Figure 1. The clock network.
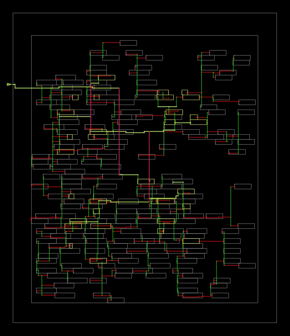
Figure 2. Metal 3.
Scale: 2 px per um. Cells faint in the background.
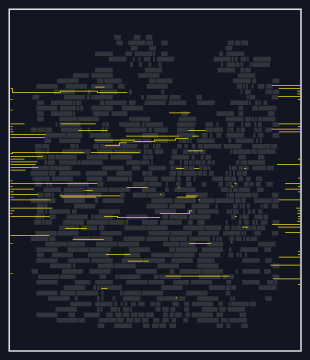
Figure 3. Drive-strength map.
Scale: 1.5 px per um.
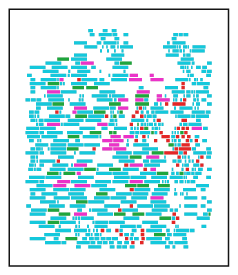
Figure 4. Wire density map.
Scale: 2 px per um. The die is cut into 29 by 34 equal tiles; dark purple is low, yellow is high, scaled to the fullest tile. Values are wire area over tile area, all layers added.
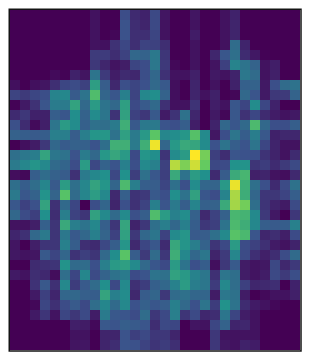
Figure 5. Cells coloured by class.
Scale: 3 px per um.
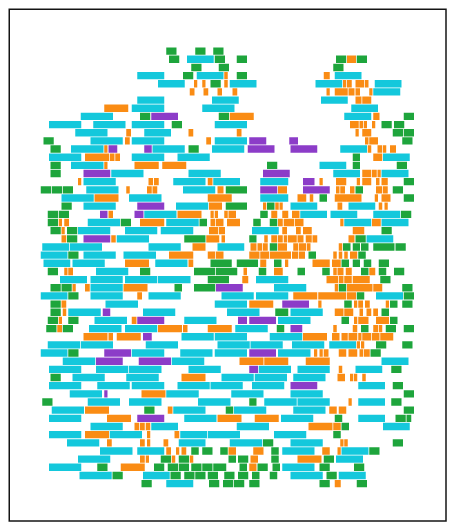
--- config.mk ---
export PLATFORM = sky130hd
export DESIGN_NAME = pixel_ring_scheduler
export DESIGN_NICKNAME = d
export VERILOG_FILES = /design/src/rtl/pixel_ring_scheduler.sv
export SDC_FILE = /design/constraint.sdc
export NUM_CORES = 1
export LEC_CHECK = 0
export CORE_ASPECT_RATIO = 1.2
export CORE_MARGIN = 10
export CORE_UTILIZATION = 40
export DETAILED_ROUTE_END_ITERATION = 8
export SYNTH_ARGS = -nofsm -noshare
export SYNTH_HDL_FRONTEND = slang
export SYNTH_SLANG_ARGS = --single-unit
--- constraint.sdc ---
create_clock -name clock -period 2.6 [get_ports clock]
set_input_delay 0.26 -clock clock [delete_from_list [all_inputs] [get_ports clock]]
set_output_delay 0.26 -clock clock [all_outputs]
set_load 0.005 [all_outputs]
--- src/rtl/pixel_ring_scheduler.sv ---
// Type 30 CRT pixel ring sequencer: decays recirculating words, inserts queued pixels into free slots,
// and clears the ring after reset/flush. Define PIXEL_MERGE_EN to refresh lit pixels in place.
module pixel_ring_scheduler #(
  parameter int unsigned RING_LEN     = 8192,
  parameter int unsigned FIFO_DEPTH   = 4,
  parameter int unsigned DECAY_PERIOD = 4,
  parameter int unsigned DECAY_STEP   = 16
) (
  input  logic                        clock,
  input  logic                        reset_n,
  input  logic                        flush,
  input  logic                        pixel_valid,
  output logic                        pixel_ready,
  input  logic [9:0]                  pixel_x,
  input  logic [9:0]                  pixel_y,
  input  logic [11:0]                 pixel_luma,
  input  logic [31:0]                 ring_shiftout,
  output logic [31:0]                 ring_shiftin,
  output logic [$clog2(RING_LEN)-1:0] ring_pos,
  output logic                        pass_done,
  output logic                        busy
);

  localparam int unsigned PW  = $clog2(RING_LEN);
  localparam int unsigned FAW = $clog2(FIFO_DEPTH);
  localparam int unsigned CW  = $clog2(FIFO_DEPTH) + 1;
  localparam int unsigned DW  = (DECAY_PERIOD > 1) ? $clog2(DECAY_PERIOD) : 1;

  localparam logic [PW-1:0] POS_LAST  = PW'(RING_LEN - 1);
  localparam logic [DW-1:0] DCNT_LAST = DW'(DECAY_PERIOD - 1);
  localparam logic [CW-1:0] FIFO_FULL = CW'(FIFO_DEPTH);
  localparam logic [11:0]   STEP      = 12'(DECAY_STEP);

  typedef enum logic {
    ST_CLEAR,
    ST_RUN
  } state_e;

  state_e          state_q, state_d;
  logic [PW-1:0]   pos_q, pos_d;
  logic [DW-1:0]   dcnt_q, dcnt_d;
  logic [31:0]     shiftin_q, shiftin_d;
  logic            pass_q, pass_d;
  logic [FAW-1:0]  rd_ptr_q, rd_ptr_d;
  logic [FAW-1:0]  wr_ptr_q, wr_ptr_d;
  logic [CW-1:0]   count_q, count_d;
  logic [31:0]     fifo_mem_q [FIFO_DEPTH];

  logic [31:0] head;
  logic        fifo_nempty;
  logic [11:0] o_luma;
  logic        dp;
  logic [11:0] decayed;
  logic        merge_hit;
  logic [11:0] merge_luma;
  logic        push;
  logic        pop;

  // FIFO entries use the ring word layout so the head can be written back unchanged.
  assign head        = fifo_mem_q[rd_ptr_q];
  assign fifo_nempty = (count_q != '0);
  assign o_luma      = ring_shiftout[31:20];
  assign dp          = (dcnt_q == DCNT_LAST);
  assign push        = pixel_valid && pixel_ready && (pixel_luma != '0) && !flush;

  always_comb begin
    decayed = o_luma;
    if (dp) begin
      decayed = (o_luma > STEP) ? (o_luma - STEP) : '0;
    end
  end

`ifdef PIXEL_MERGE_EN
  always_comb begin
    merge_hit  = fifo_nempty && (o_luma != '0) && (head[19:0] == ring_shiftout[19:0]);
    merge_luma = (decayed > head[31:20]) ? decayed : head[31:20];
  end
`else
  always_comb begin
    merge_hit  = 1'b0;
    merge_luma = '0;
  end
`endif

  always_ff @(posedge clock or negedge reset_n) begin
    if (!reset_n) begin
      state_q   <= ST_CLEAR;
      pos_q     <= '0;
      dcnt_q    <= '0;
      shiftin_q <= '0;
      pass_q    <= 1'b0;
      rd_ptr_q  <= '0;
      wr_ptr_q  <= '0;
      count_q   <= '0;
    end else begin
      state_q   <= state_d;
      pos_q     <= pos_d;
      dcnt_q    <= dcnt_d;
      shiftin_q <= shiftin_d;
      pass_q    <= pass_d;
      rd_ptr_q  <= rd_ptr_d;
      wr_ptr_q  <= wr_ptr_d;
      count_q   <= count_d;
    end
  end

  always_ff @(posedge clock) begin
    if (push) begin
      fifo_mem_q[wr_ptr_q] <= {pixel_luma, pixel_y, pixel_x};
    end
  end

  always_comb begin
    state_d = state_q;
    unique case (state_q)
      ST_CLEAR: if (pos_q == POS_LAST) state_d = ST_RUN;
      ST_RUN:   if (flush)             state_d = ST_CLEAR;
      default:                         state_d = ST_CLEAR;
    endcase
  end

  always_comb begin
    pos_d     = pos_q + PW'(1);
    dcnt_d    = dcnt_q;
    shiftin_d = '0;
    pass_d    = 1'b0;
    pop       = 1'b0;
    rd_ptr_d  = rd_ptr_q;
    wr_ptr_d  = wr_ptr_q;
    count_d   = count_q;
    if (state_q == ST_CLEAR) begin
      dcnt_d = '0;
    end else if (flush) begin
      pos_d    = '0;
      dcnt_d   = '0;
      rd_ptr_d = '0;
      wr_ptr_d = '0;
      count_d  = '0;
    end else begin
      if (merge_hit) begin
        shiftin_d = {merge_luma, ring_shiftout[19:0]};
        pop       = 1'b1;
      end else if ((decayed == '0) && fifo_nempty) begin
        shiftin_d = head;
        pop       = 1'b1;
      end else if (decayed != '0) begin
        shiftin_d = {decayed, ring_shiftout[19:0]};
      end
      pass_d = (pos_q == POS_LAST);
      if (pass_d) begin
        dcnt_d = dp ? '0 : dcnt_q + DW'(1);
      end
      if (pop) begin
        rd_ptr_d = rd_ptr_q + FAW'(1);
      end
      if (push) begin
        wr_ptr_d = wr_ptr_q + FAW'(1);
      end
      if (push && !pop) begin
        count_d = count_q + CW'(1);
      end else if (pop && !push) begin
        count_d = count_q - CW'(1);
      end
    end
  end

  always_comb begin
    pixel_ready = (state_q == ST_RUN) && (count_q < FIFO_FULL);
    busy        = (state_q == ST_CLEAR);
  end

  assign ring_shiftin = shiftin_q;
  assign ring_pos     = pos_q;
  assign pass_done    = pass_q;

endmodule

==> ci_impl_report.md <==
## Synthesis and layout report

| Metric | Value |
|---|---|
| CTS root buf | clkbuf_16 |
| Outcome | complete, no violations |
| Final setup violation count | 0 |
| Setup WS post-layout | 0.01843 ns |
| Antenna Cells | 0 |
| Hold EP | fifo_mem_q[2][20]$_DFFE_PP_ |
| Worst clock skew | 0.009014 ns |
| Grt ovf | 0 |
| H-Tree Depth | 4 |
| Clock transition at path regs | 0.07 ns |
| GRT Overall Usage | 0.1473 |
| Sw Pwr | 0.001605 W |
| Die area | 24680 um2 |
| Slowest stage delay, CP | 0.49 ns |
| Max transition margin | 0.3906 |
| Hold Crit Class | in -> reg |
| Dpl cell area | 9378 um2 |
| First-pass GRT wire length | 28480 um |
| Distinct cells, synth | 52 |
| RR Startpoint | dcnt_q[0]$_DFFE_PN0P_ |
| Slowest CP cell | fa_1 |
| Die span in x | 145.1 um |
| Die H | 170.1 um |
| Crit path launch | dcnt_q[0]$_DFFE_PN0P_ |
| P&R area growth vs syn | 34.02% |
| Mapped Cells | 481 |
| Crit path arrival time | 2.90 ns |
| CTS tree | built |
| Synth Warn # | 0 |
| Dominant flop cell | edfxtp_1 |
| Hold Vio Cnt, Final | 0 |
| Remaining DRCs | 0 |
| Internal power | 0.005061 W |
| Sequential Power Share | 0.503 |
| Final Max Slew Viols | 0 |
| Reg-to-reg endpoint | count_q[1]$_DFFE_PN0P_ |
| Clock tree buffer depth | 2 |
| Total power | 0.006666 W |
| TNS Setup | 0 ns |
| Fin Hold WS | 0.1397 ns |
| Syn Std Cell Area | 7511 um2 |
| HP Start | pixel_luma[0] |
| Slew @ Worst Pin | 0.9141 ns |
| Global placement routability congestion | 0.8199 |
| Num ports | 116 |
| HPWL after DPL | 12220 um |
| YS chip area | 7511 um2 |
| Post-synthesis average cell area | 15.62 um2 |
| Seq/Total Area, Yosys | 0.6983 |
| F_max | 387.4 MHz |
| Hold path cells | 1 |
| R2r setup slk | 0.02 ns |
| CP endpoint | count_q[1]$_DFFE_PN0P_ |
| Antenna viol nets, final | 0 |
| IR drop worst, VDD | 0.0004456 V |
| Max FO, Critical Path | 4 |
| Layout net count | 725 |
| R2r worst-path depth | 11 |
| Initial antenna violation count | 0 |
| Initial DRC Count | 348 |
| FP Core Util | 0.4102 |
| Filler cell count | 1497 |
| Yosys cell count | 481 |
| CP cell instances | ha_4 > or3_4 > a21oi_4 > o2111ai_4 > a21oi_4 > nor2b_2 > fa_1 > nor2_2 > nand4_1 > o211ai_1 > a31o_1 |
| Period utilisation layout | 0.9929 |
| Clock Sinks | 184 |
| Crit Path Class | reg -> reg |
| Most frequent CP cell | a21oi_4 |
| Worst setup SP type | flop |
| Power density over cell area | 662.2 nW/um2 |
| Pleak | 3.749 nW |
| Clock power share | 0.382 |
| Avg Vias per Cell | 5.100 |
| MaxCap Viol Count | 0 |
| Combinational power share | 0.115 |
| Vias in the first global route | 5114 |
| Ys flops | 184 |
| Asr flop ratio synth | 0.3043 |
| EDFF count, synth | 128 |
| Floorplan Nets | 558 |
| Switching portion of total power | 0.2407 |
| Worst Path Required | 2.92 ns |
| Largest net degree at the start of global routing | 36 |
| Top cell excl fill/tap | edfxtp_1 |
| DRT Pass-1 Iters | 4 |
| IO buf count | 115 |
| Top logic cells by instance count in the layout | 128 x edfxtp_1, 112 x clkdlybuf4s50_1, 54 x dfrtp_1 |
-- Figure 1 (at the start) --
Clock Power: 0.00254 W
Clk Latency, worst-skew pair: 0.43 ns
CTS buffer count: 17

-- Figure 2 (at the start) --
main direction: horizontal
nets with wire on the layer: 83
longest straight run: 43.0 um
wire length on this layer: 955 um

-- Figure 3 (at the start) --
| size | colour | cells | share | most used |
|---|---|---|---|---|
| drive 3 to 4 | red | 61 | 9.2% | buf_4 |
| drive 6 and up | magenta | 36 | 5.4% | clkbuf_16 |
| drive 1 or less | cyan | 519 | 79% | edfxtp_1 |
| drive 2 | green | 45 | 6.8% | mux4_2 |

-- Figure 4 (at the start) --
mean over tiles: 0.11
fullest tile: 0.50
tiles over half the peak: 8.9%
emptiest ninth of the die: top right
densest ninth of the die: middle
nearly empty tiles: 19%
overall via count from detail_route: 4656
routed wire length: 17790 um
Avg WL per Cell: 19.48 um

-- Figure 5 (at the start) --
| class | colour | cells | share of their area |
|---|---|---|---|
| clock drivers and dummy loads | purple | 32 | 6.0% |
| flip-flops | cyan | 184 | 54% |
| other buffers and delay cells | green | 175 | 18% |
| all other logic | orange | 270 | 22% |
Final Util: 0.5497
row count: 54
fraction of area in registers: 0.5213
finished layout cell area: 10070 um2
core area: 18310 um2

[state kept, by name (all words and copies together), names as in the netlist]
name	count
count_q	3
dcnt_q	2
fifo_mem_q	128
pass_done	1
rd_ptr_q	2
ring_pos	13
ring_shiftin	32
state_q	1
wr_ptr_q	2
[stage by stage]
step | util | cells
floorplan | - | 481
global placement | 0.5122 | 874
detailed placement | 0.5122 | 874
CTS | 0.5471 | 911
global route | 0.5497 | 913
finish | 0.5497 | 913
[cell usage after synthesis, drive strengths merged, types with 3 or more instances]
cell type / instances / area, um2
and2: 6 / 41.29
xnor2: 10 / 87.58
nor2: 30 / 112.6
ha: 8 / 100.1
a22oi: 7 / 52.55
nor4: 4 / 25.02
mux4: 32 / 720.7
a31oi: 3 / 18.77
buf: 16 / 86.34
nor2b: 3 / 18.77
a21oi: 30 / 165.2
o22ai: 3 / 18.77
nor3: 6 / 30.03
clkbuf: 11 / 41.29
and3: 9 / 56.30
dfrtp: 56 / 1401
edfxtp: 128 / 3844
o21ai: 3 / 15.01
inv: 11 / 41.29
nand2: 40 / 150.1
xor2: 7 / 61.31
or4: 3 / 22.52
nand3: 28 / 140.1
[layer usage]
layer / vias up / routed length, um / global-route usage
li1: 2163 / - / -
met1: 2345 / 7407 / 0.1759
met2: 127 / 9117 / 0.2500
met3: 21 / 955 / 0.04112
met4: 0 / 309 / 0.05590
met5: - / 0 / 0
[power by group through the flow]
| stage | Combinational (W) | Sequential [W] | Clock [W] |
|---|---|---|---|
| 2_1_floorplan | 0.000390 | 0.00336 | 0 |
| 3_3_place_gp | 0.000757 | 0.00342 | 0 |
| 3_5_place_dp | 0.000772 | 0.00342 | 0 |
| 4_1_cts | 0.000779 | 0.00336 | 0.00261 |
| 5_1_grt | 0.000850 | 0.00337 | 0.00273 |
| 6_report | 0.000766 | 0.00335 | 0.00254 |
[critical path: cells and delay by family (launching register included)]
kind | cells | cell delay (ns)
AOI/OAI and AO/OA | 5 | 0.80
adders and majority gates | 2 | 0.68
DFF | 1 | 0.41
and+or+nand+nor | 4 | 0.59
[kinds of logic after synthesis]
family          count (synthesis)  share of synthesized area
flops                         184                     0.6983
compound gates                 59                    0.05197
xor+xnor                       17                    0.01982
mux                            35                     0.1001
buf+inv                        38                    0.02249
simple gates                  139                    0.09129
fa+ha+maj                       9                    0.01599
[what timing repair did]
| action | CTS | global route |
|---|---|---|
| gates resized | 1 | 8 |
| endpoints found under the hold margin | 23 | 0 |
| setup endpoints to repair | 1 | 3 |
| buffers inserted | 4 | 2 |
| hold buffers | 1 | 0 |
| pin swaps | 4 | 7 |
[cell type report]
type | instances | area (um2) | area share
Clock buffer | 18 | 429.2 | 0.04264
Clock inverter | 14 | 160.2 | 0.01591
Inverter | 11 | 41.29 | 0.004102
Multi-Input combinational cell | 259 | 2143 | 0.2129
Sequential cell | 184 | 5248 | 0.5213
Tap cell | 252 | 315.3 | 0.03132
Timing Repair Buffer | 175 | 1729 | 0.1718
Power figures rest on the tool's default switching activity, not on a simulated workload.
